==> config.mk <==
export PLATFORM = sky130hd
export DESIGN_NAME = alu
export DESIGN_NICKNAME = d
export VERILOG_FILES = /design/src/rtl/alu_pkg.sv /design/src/rtl/alu_shifter.sv /design/src/rtl/alu.sv
export SDC_FILE = /design/constraint.sdc
export NUM_CORES = 1
export LEC_CHECK = 0
export CORE_UTILIZATION = 45
export CTS_CLUSTER_SIZE = 8
export DETAILED_ROUTE_END_ITERATION = 10
export PLACE_DENSITY = 0.74
export SLEW_MARGIN = 20
export SYNTH_ARGS = -nofsm -noshare
export SYNTH_HDL_FRONTEND = slang
export SYNTH_SLANG_ARGS = --single-unit
==> constraint.sdc <==
create_clock -name clk -period 11.4 [get_ports clk]
set_input_delay 1.71 -clock clk [delete_from_list [all_inputs] [get_ports clk]]
set_output_delay 1.71 -clock clk [all_outputs]
set_load 0.01 [all_outputs]
### Clock wiring as the flow saved it

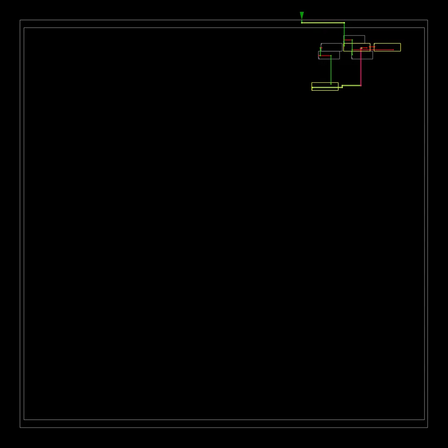
CTS Sinks: 4
Power Clock: 0.0547 mW
CLK BUF: 3
Num CTS Buffers: 3
Flop Count: 4

### Gate families picked out

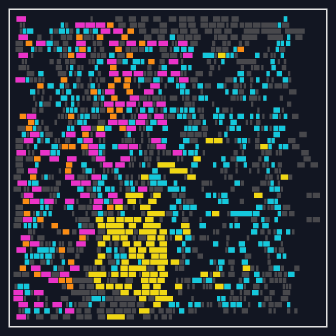
Orange is xor and xnor cells, cells 54, most used xnor2_1. Cyan is aoi and oai cells, cells 337, most used a21oi_1, where spread over the die. Yellow is mux cells, cells 95, most used mux2i_1. Magenta is fa/ha/maj cells, cells 100, most used ha_1.
Comb/total area: 80.19%
non-filler cells, final: 1,548
most frequent logic cell in the layout: nand2_1

### Wires at chosen ports, followed through buffers

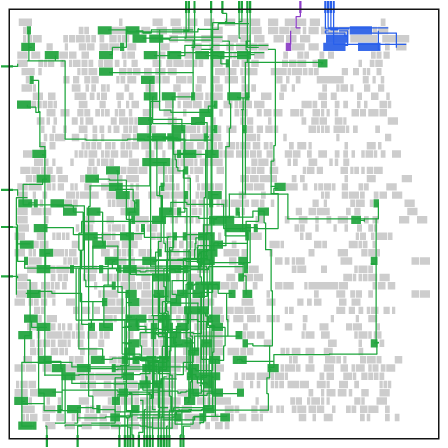
Green is `SrcA`, direction input, edge 19 south, 9 north, 4 west, end cells 189, buffers 32, wire 5,390 um. Purple is `Zero`, direction output, edge north, end cells 1, buffers 1, wire 13.2 um. Blue is `FlagsQ`, direction output, edge north, end cells 4, buffers 4, wire 121 um.
# port buffers: 106
IO Count: 107

### Clock wires, drivers and flops

The bar under the picture is 50 um long.
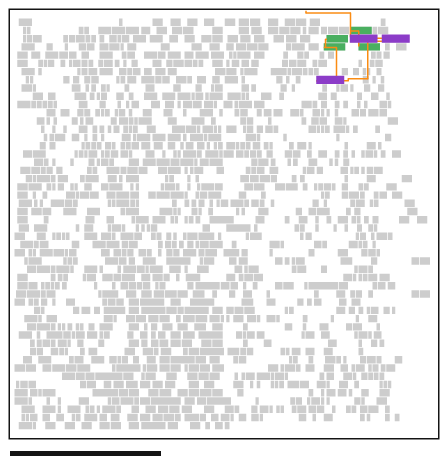
Green is flip-flops, count 4. Purple is clock drivers, count 3. Orange is clock wires, length 97.3 um.
There are 4 routed clock nets.
Clk network pwr share: 8.4%

### Cells colored by class

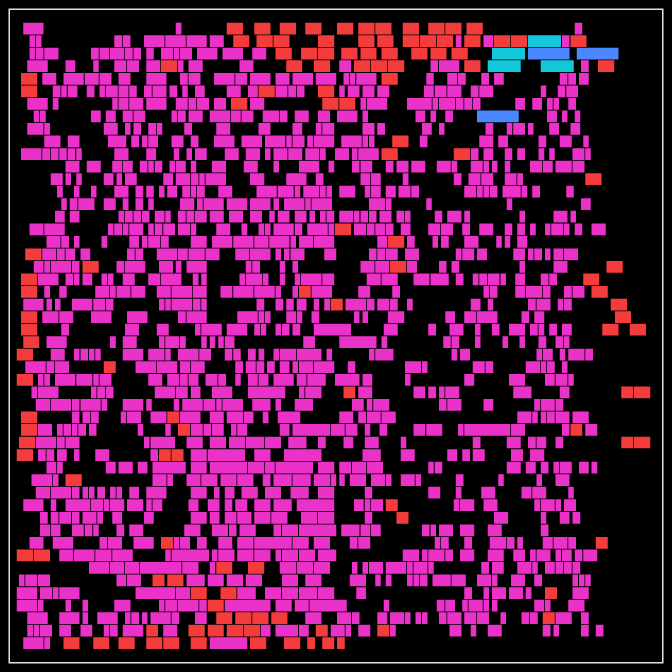
Magenta is combinational and other logic, cells 1,154, share of their area 86%. Blue is clock drivers, cells 3, share of their area 0.78%. Cyan is sequential cells, cells 4, share of their area 0.84%. Red is remaining buffers and delay cells, cells 127, share of their area 13%.
Finished Core Util: 52.38%
row count: 50
CORE AREA: 18,890 sq um
final instance area: 9897 sq um
Seq/total area: 0.8091%

==> impl_metrics.json <==
{
  "status": "finished, final reports clean",
  "drt_iter0_drc": 1752,
  "hpwl_mm": 35.50,
  "p_sw_share_pct": 58.37,
  "wl_met1_mm": 17.24,
  "final.period_utilization_pct": 85.62,
  "top_layer_used": "met4",
  "gp_congestion": 1.173,
  "cp_cell_sequence": "clkdlybuf4s50_1 > or2_2 > nand2_2 > xnor2_1 > ha_1 > and2_1 > a41o_1 > a221oi_2 > nand2_1 > xor2_1 > a221oi_1 > o41ai_1 > nor3_1 > nand4_1 > nor3_1 > clkdlybuf4s50_1",
  "cts_htree_levels": 1,
  "lay_top_cells": "nand2_1, clkdlybuf4s50_1, ha_1",
  "drv_slew": 0,
  "drive_above_1_share_pct": 6.599,
  "path_class": "primary input to output pin",
  "ys_sh_simple_pct": 23.80,
  "hp-class": "primary input to flop",
  "avgSynthCellArea_sq_um": 7.000,
  "whs_path_depth": 2,
  "cp_max_fo": 32,
  "slowest_stage": "clkdlybuf4s50_1",
  "grt_pass1_vias": 10440,
  "slowest_delay_ps": 940,
  "aoi_share_pct": 33.46,
  "setup-violations-final": 0,
  "netSwitchingPower_mw": 0.3793,
  "drc": 0,
  "firstDrtPassIters": 7,
  "vias": 11250,
  "min_period_ps": 9761,
  "num_tap_cells": 260,
  "grt_busiest_layer": "met2",
  "maxCapViolations": 0,
  "p_comb_share_pct": 89.3,
  "syn_area_sq_um": 8743,
  "cts-root-buf": "clkbuf_16",
  "wire_per_inst_um": 29.73,
  "postLayoutSetupSlackWorst_ps": 1639,
  "cp-start-kind": "primary input",
  "yosysChipArea_sq_um": 8743,
  "ys_ff": 4,
  "crit_required_ps": 9690,
  "log.warning_count": 62,
  "via_per_inst": 7.270,
  "die_h_um": 141.4,
  "n_all_buffers": 127,
  "ir_drop_mv": 0.05408,
  "finalNetCount": 1460,
  "synthTopLogicFamily": "AND-OR/OR-AND gates",
  "cp_top_family": "simple AND/OR/NAND/NOR gates",
  "placed_area_sq_um": 9822,
  "crit_buf_inv": 2,
  "seqCellArea_sq_um": 80.08,
  "tightest_slew_ps": 1071,
  "cts.clk_slew.worst_paths_ps": 30,
  "synth-xor-area-share_pct": 5.409,
  "met3_usage_pct": 11.04,
  "finalPower_mw": 0.6499,
  "powerDensity_nw_per_um2": 65.66,
  "p_leak_nw": 4.081,
  "tns_ps": 0,
  "use_met2_pct": 70.90,
  "met1_usage_pct": 57.63,
  "ctsHoldBuffers": 0,
  "grt_usage_pct": 45.48,
  "p_int_mw": 0.2706,
  "post_cts_buffers": 0,
  "grt_start_max_net_pins": 69,
  "num-fill-cells": 1943,
  "logic_area_sq_um": 7936,
  "die_x_um": 141.4,
  "dr_wl_met2_mm": 19.67,
  "synth-edff-count": 0,
  "yosysUniqueCellTypes": 95,
  "post_cts_resized": 0,
  "synth_nets": 1419,
  "grt_setup_unrepaired": "no",
  "final-nonclk-buf-share_pct": 12.19,
  "relSlewSlack_pct": 28.33,
  "logic_gate_count": 1081,
  "yosys_warnings": 0,
  "seq-power_mw": 0.0147,
  "yosysSeqAreaShare_pct": 0.9159,
  "largest_reg_flops": 4,
  "hold_violations": 0
}
==> Yosys cell counts, types with 23 or more instances <==
cell | number | area (sq um)
xnor2_1 | 40 | 350.3
a21oi_1 | 75 | 375.4
nor3_1 | 39 | 195.2
o211ai_1 | 29 | 217.7
ha_1 | 99 | 1239
nor2_1 | 96 | 360.4
buf_2 | 23 | 115.1
nand2_1 | 132 | 495.5
a31oi_1 | 24 | 150.1
o21ai_0 | 63 | 315.3
mux2i_1 | 62 | 620.6
inv_1 | 71 | 266.5
nand3_1 | 38 | 190.2
clkbuf_1 | 38 | 142.6
Power and IR drop assume default switching activity.
